===== src/rtl/ifu_rand_pkg.sv =====
// Shared types and defaults for the IFU random-number source.
// Holds the default LFSR geometry, reset seed and draw-FSM state encoding.
package ifu_rand_pkg;

  localparam int DEF_LFSR_W = 168;
  localparam int DEF_OUT_W  = 3;
  localparam int DEF_TAP_A  = 167;
  localparam int DEF_TAP_B  = 135;
  localparam int DEF_TAP_C  = 103;
  localparam int DEF_TAP_D  = 71;

  // Reset and lock-up recovery state; must never be all-ones.
  localparam logic [DEF_LFSR_W-1:0] DEF_SEED =
    168'he307465a1c9f2d8b3e6071a4c2d95f3b8e1d060b83;

  typedef enum logic {
    IDLE = 1'b0,
    DRAW = 1'b1
  } rand_state_e;

endpackage


===== src/rtl/ifu_lfsr_core.sv =====
// XNOR LFSR advancing OUT_W bits per enabled step, with seed load/sanitise and
// all-ones lock-up recovery. raw_o is the next OUT_W feedback bits of the current state.
module ifu_lfsr_core
  import ifu_rand_pkg::*;
#(
  parameter int                LFSR_W = DEF_LFSR_W,
  parameter int                OUT_W  = DEF_OUT_W,
  parameter int                TAP_A  = DEF_TAP_A,
  parameter int                TAP_B  = DEF_TAP_B,
  parameter int                TAP_C  = DEF_TAP_C,
  parameter int                TAP_D  = DEF_TAP_D,
  parameter logic [LFSR_W-1:0] SEED   = DEF_SEED
) (
  input  logic              clk,
  input  logic              rst_l,
  input  logic              en_i,
  input  logic              seed_we_i,
  input  logic [LFSR_W-1:0] seed_i,
  output logic [OUT_W-1:0]  raw_o,
  output logic              lockup_o
);

  if (TAP_D < OUT_W - 1) begin : g_bad_tap_d
    $error("ifu_lfsr_core: TAP_D must be >= OUT_W-1");
  end
  if (TAP_A >= LFSR_W) begin : g_bad_tap_a
    $error("ifu_lfsr_core: TAP_A must be < LFSR_W");
  end
  if (OUT_W >= LFSR_W) begin : g_bad_out_w
    $error("ifu_lfsr_core: OUT_W must be < LFSR_W");
  end
  if (&SEED) begin : g_bad_seed
    $error("ifu_lfsr_core: SEED must not be all-ones");
  end

  logic [LFSR_W-1:0] lfsr_q;
  logic [LFSR_W-1:0] lfsr;
  logic [LFSR_W-1:0] lfsr_d;
  logic [LFSR_W-1:0] seed_ok;
  logic              all_ones;
  logic              lfsr_we;

  // Single read point for the current state; all feedback and recovery logic uses it.
  assign lfsr = lfsr_q;

  for (genvar k = 0; k < OUT_W; k++) begin : g_raw
    localparam int J = OUT_W - 1 - k;
    assign raw_o[k] = ~(lfsr[TAP_A-J] ^ lfsr[TAP_B-J] ^ lfsr[TAP_C-J] ^ lfsr[TAP_D-J]);
  end

  // An all-ones seed would lock an XNOR LFSR, so it is replaced by the default seed.
  assign seed_ok  = (&seed_i) ? SEED : seed_i;
  assign all_ones = &lfsr;
  assign lfsr_we  = seed_we_i | all_ones | en_i;

  always_comb begin
    lfsr_d = lfsr;
    if (seed_we_i)     lfsr_d = seed_ok;
    else if (all_ones) lfsr_d = SEED;
    else if (en_i)     lfsr_d = {lfsr[LFSR_W-OUT_W-1:0], raw_o};
  end

  rvdffs #(.WIDTH(LFSR_W), .RST_VAL(SEED)) u_lfsr_ff (
    .clk   (clk),
    .rst_l (rst_l),
    .en    (lfsr_we),
    .din   (lfsr_d),
    .dout  (lfsr_q)
  );

  // Sticky until the next seed write; a seed write in the lock-up cycle wins and clears it.
  rvdffs #(.WIDTH(1), .RST_VAL(1'b0)) u_lockup_ff (
    .clk   (clk),
    .rst_l (rst_l),
    .en    (seed_we_i | all_ones),
    .din   (~seed_we_i),
    .dout  (lockup_o)
  );

endmodule


===== src/rtl/rvdff.sv =====
// Plain D flop vector with asynchronous active-low reset to a fixed value.
module rvdff #(
  parameter int               WIDTH   = 1,
  parameter logic [WIDTH-1:0] RST_VAL = '0
) (
  input  logic             clk,
  input  logic             rst_l,
  input  logic [WIDTH-1:0] din,
  output logic [WIDTH-1:0] dout
);

  // NOTE: non-blocking so every flop samples pre-edge values, whatever the order of evaluation.
  always_ff @(posedge clk or negedge rst_l) begin
    if (!rst_l) dout <= RST_VAL;
    else        dout <= din;
  end

endmodule


===== src/rtl/rvdffs.sv =====
// D flop vector with load enable and asynchronous active-low reset to a fixed value.
module rvdffs #(
  parameter int               WIDTH   = 1,
  parameter logic [WIDTH-1:0] RST_VAL = '0
) (
  input  logic             clk,
  input  logic             rst_l,
  input  logic             en,
  input  logic [WIDTH-1:0] din,
  output logic [WIDTH-1:0] dout
);

  always_ff @(posedge clk or negedge rst_l) begin
    if (!rst_l)  dout <= RST_VAL;
    else if (en) dout <= din;
  end

endmodule


===== src/rtl/ifu_rand_gen.sv =====
// IFU random-number source: LFSR core plus a req/valid draw port returning
// uniform values in [0,RANGE_MAX] by rejection sampling with a bounded-retry fold fallback.
module ifu_rand_gen
  import ifu_rand_pkg::*;
#(
  parameter int                LFSR_W    = DEF_LFSR_W,
  parameter int                OUT_W     = DEF_OUT_W,
  parameter int                TAP_A     = DEF_TAP_A,
  parameter int                TAP_B     = DEF_TAP_B,
  parameter int                TAP_C     = DEF_TAP_C,
  parameter int                TAP_D     = DEF_TAP_D,
  parameter logic [LFSR_W-1:0] SEED      = DEF_SEED,
  parameter int                RANGE_MAX = 2**OUT_W - 1,
  parameter int                MAX_RETRY = 4
) (
  input  logic              clk,
  input  logic              rst_l,
  input  logic              en_i,
  input  logic              seed_we_i,
  input  logic [LFSR_W-1:0] seed_i,
  input  logic              req_i,
  output logic              busy_o,
  output logic              rnd_valid_o,
  output logic [OUT_W-1:0]  rnd_o,
  output logic [OUT_W-1:0]  raw_o,
  output logic              lockup_o
);

  if (RANGE_MAX < 2**(OUT_W-1) - 1 || RANGE_MAX > 2**OUT_W - 1) begin : g_bad_range
    $error("ifu_rand_gen: RANGE_MAX must lie in 2**(OUT_W-1)-1 .. 2**OUT_W-1");
  end
  if (MAX_RETRY < 0) begin : g_bad_retry
    $error("ifu_rand_gen: MAX_RETRY must be >= 0");
  end

  localparam int                 RETRY_W   = (MAX_RETRY > 0) ? $clog2(MAX_RETRY + 1) : 1;
  localparam logic [RETRY_W-1:0] RETRY_MAX = RETRY_W'(MAX_RETRY);
  localparam logic [OUT_W:0]     RANGE_X   = (OUT_W+1)'(RANGE_MAX);
  localparam logic [OUT_W-1:0]   FOLD_SUB  = OUT_W'(RANGE_MAX + 1);

  logic [OUT_W-1:0]   raw;
  logic [OUT_W:0]     cand_x;
  rand_state_e        state_q;
  rand_state_e        state_d;
  logic               state_bit;
  logic [RETRY_W-1:0] retry_q;
  logic [RETRY_W-1:0] retry_d;
  logic [OUT_W-1:0]   rnd_d;
  logic               valid_d;

  ifu_lfsr_core #(
    .LFSR_W (LFSR_W),
    .OUT_W  (OUT_W),
    .TAP_A  (TAP_A),
    .TAP_B  (TAP_B),
    .TAP_C  (TAP_C),
    .TAP_D  (TAP_D),
    .SEED   (SEED)
  ) u_core (
    .clk       (clk),
    .rst_l     (rst_l),
    .en_i      (en_i),
    .seed_we_i (seed_we_i),
    .seed_i    (seed_i),
    .raw_o     (raw),
    .lockup_o  (lockup_o)
  );

  assign raw_o   = raw;
  assign state_q = rand_state_e'(state_bit);
  assign busy_o  = (state_q == DRAW);
  // Compare one bit wider so a full-range RANGE_MAX is not a constant comparison.
  assign cand_x  = {1'b0, raw};

  // NOTE: every output of this block gets a default first, so no path leaves one unassigned (no latch).
  always_comb begin
    state_d = state_q;
    retry_d = retry_q;
    rnd_d   = raw;
    valid_d = 1'b0;
    unique case (state_q)
      IDLE: begin
        if (req_i) begin
          state_d = DRAW;
          retry_d = '0;
        end
      end
      DRAW: begin
        if (en_i) begin
          if (cand_x <= RANGE_X) begin
            valid_d = 1'b1;
            state_d = IDLE;
          end else if (retry_q < RETRY_MAX) begin
            retry_d = retry_q + 1'b1;
          end else begin
            rnd_d   = raw - FOLD_SUB;
            valid_d = 1'b1;
            state_d = IDLE;
          end
        end
      end
      default: state_d = IDLE;
    endcase
  end

  rvdff #(.WIDTH(1), .RST_VAL(1'b0)) u_state_ff (
    .clk   (clk),
    .rst_l (rst_l),
    .din   (state_d),
    .dout  (state_bit)
  );

  rvdff #(.WIDTH(RETRY_W), .RST_VAL('0)) u_retry_ff (
    .clk   (clk),
    .rst_l (rst_l),
    .din   (retry_d),
    .dout  (retry_q)
  );

  rvdff #(.WIDTH(1), .RST_VAL(1'b0)) u_valid_ff (
    .clk   (clk),
    .rst_l (rst_l),
    .din   (valid_d),
    .dout  (rnd_valid_o)
  );

  rvdffs #(.WIDTH(OUT_W), .RST_VAL('0)) u_rnd_ff (
    .clk   (clk),
    .rst_l (rst_l),
    .en    (valid_d),
    .din   (rnd_d),
    .dout  (rnd_o)
  );

endmodule


===== config.mk =====
export PLATFORM = sky130hd
export DESIGN_NAME = ifu_rand_gen
export DESIGN_NICKNAME = d
export VERILOG_FILES = /design/src/rtl/ifu_rand_pkg.sv /design/src/rtl/ifu_lfsr_core.sv /design/src/rtl/rvdff.sv /design/src/rtl/rvdffs.sv /design/src/rtl/ifu_rand_gen.sv
export SDC_FILE = /design/constraint.sdc
export NUM_CORES = 1
export LEC_CHECK = 0
export ABC_CLOCK_PERIOD_IN_PS = 5000
export CAP_MARGIN = 5
export CORE_ASPECT_RATIO = 1.1
export CORE_UTILIZATION = 57
export CTS_CLUSTER_DIAMETER = 30
export DETAILED_ROUTE_END_ITERATION = 12
export PLACE_DENSITY = 0.95
export SYNTH_ARGS = -nofsm -noshare
export SYNTH_HDL_FRONTEND = slang
export SYNTH_SLANG_ARGS = --single-unit

===== constraint.sdc =====
create_clock -name clk -period 5 [get_ports clk]
set_input_delay 1 -clock clk [delete_from_list [all_inputs] [get_ports clk]]
set_output_delay 1 -clock clk [all_outputs]
set_load 0.005 [all_outputs]

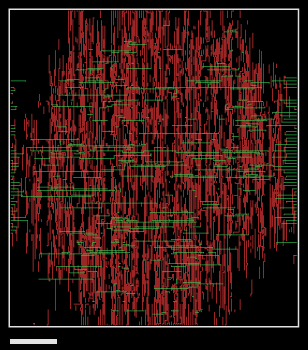
metal_stack.png
Bar = 20 µm. Only two layers are drawn.
met2 -> red  # wire length 13800 µm
met3 -> green  # wire length 2450 µm

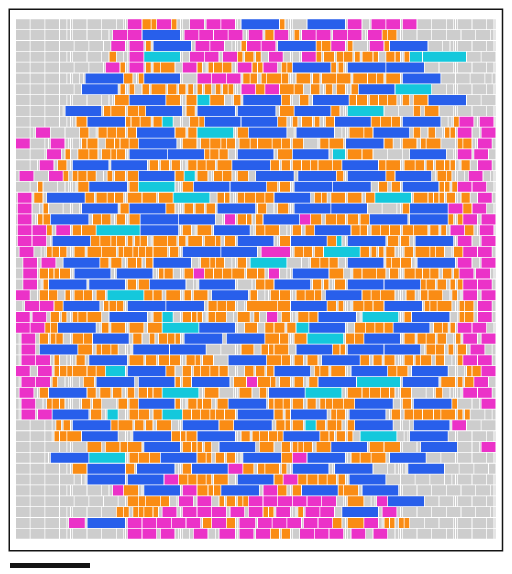
cell_classes.png
Bar = 20 µm. Fill, decap, tap and diode cells in gray.
flops -> blue  # cells 174, share of their area 39%
clock drivers and dummy loads -> cyan  # cells 32, share of their area 5.4%
other buffers and delay cells -> magenta  # cells 190, share of their area 17%
all other logic -> orange  # cells 725, share of their area 39%

==> impl_metrics.ini <==
; synthesis and place-and-route metrics
[status]
status = finished clean

[final_timing]
clock_skew_ps = 6.20
rsz0062_at_grt = false
max_freq_ghz = 0.290

[floorplanning]
die_w_um = 123
num_tap_cells = 200
pin_count = 182
core_area_um2 = 15700
fp-row-count = 48

[global_routing]
grt_usage_pct = 35.7
grt_max_degree = 110
grt_busiest_layer = met2
antenna_found_initial = 0

[critical_path]
endpoint = u_core.u_lfsr_ff.dout[136]
endpoint_kind = register
critPathBufInv = 2
crit_chain = clkdlybuf4s50_1 > nand4_1 > nor4_1 > nand4_1 > nor3_2 > buf_4 > o22ai_1 > o21a_1
r2r-end = u_core.u_lfsr_ff.dout[155]
crit_start = seed_i[51]
crit_type = in2reg
crit_family = simple AND/OR/NAND/NOR gates
worstReg2RegStart = u_core.u_lfsr_ff.dout[153]

[drt]
maxUsedRoutingLayer = met4
detail-route-antenna-nets = 0
drt_iter0_drc = 1279
avgRoutedWirePerCell_um = 21.6

[power]
power_uw = 3870
comb_power_share_pct = 17.9
p_int_uw = 2800

[clocking]
clk_pin_slew_ps = 70
cts_buffer_depth = 2
hold_buffers = 0
htreeDepth = 4
clockRootBuffer = clkbuf_16

[yosys]
ff_type = dfrtp_1
ys_seq_share_pct = 48.3
netlist_top_cells_count = 169 x nand2_1, 93 x dfrtp_1, 88 x nand4_1, 88 x o21a_1
syn_inst = 974
most_common_cell = nand2_1
netlist_logic_family_top = simple AND/OR/NAND/NOR gates
fp_nets = 1147

[cells_and_area]
buffers = 190
buffer_area_share_pct = 16.2
comb_cells = 723
fillers = 1043
final_area_um2 = 11700
largest_class = sequential cells

[placed_design]
place_area_um2 = 11100
place.gp.congestion = 0.908

[min_path]
holdPathStages = 1
[worst reg2reg max path: stages (launching register included)]
cell and delay (ps):
dfstp_2 540, nand4_1 220, nor4_1 520, nand4_1 300, o31ai_4 310, buf_4 800, o22ai_1 260, o21a_1 180
[power by group through the flow]
stage	Clock, µW	Sequential, µW	Combinational [µW]
floorplan	0	1740	359
global placement	0	1780	651
detailed placement	0	1790	677
CTS	1390	1780	687
global route	1440	1800	749
finish	1390	1780	693
[flip-flops by register name, indices dropped and copies added, names as in the netlist]
register and cells:
u_core.u_lfsr_ff.dout 168, u_rnd_ff.dout 3, u_core.u_lockup_ff.dout 1, u_state_ff.dout 1, u_valid_ff.dout 1
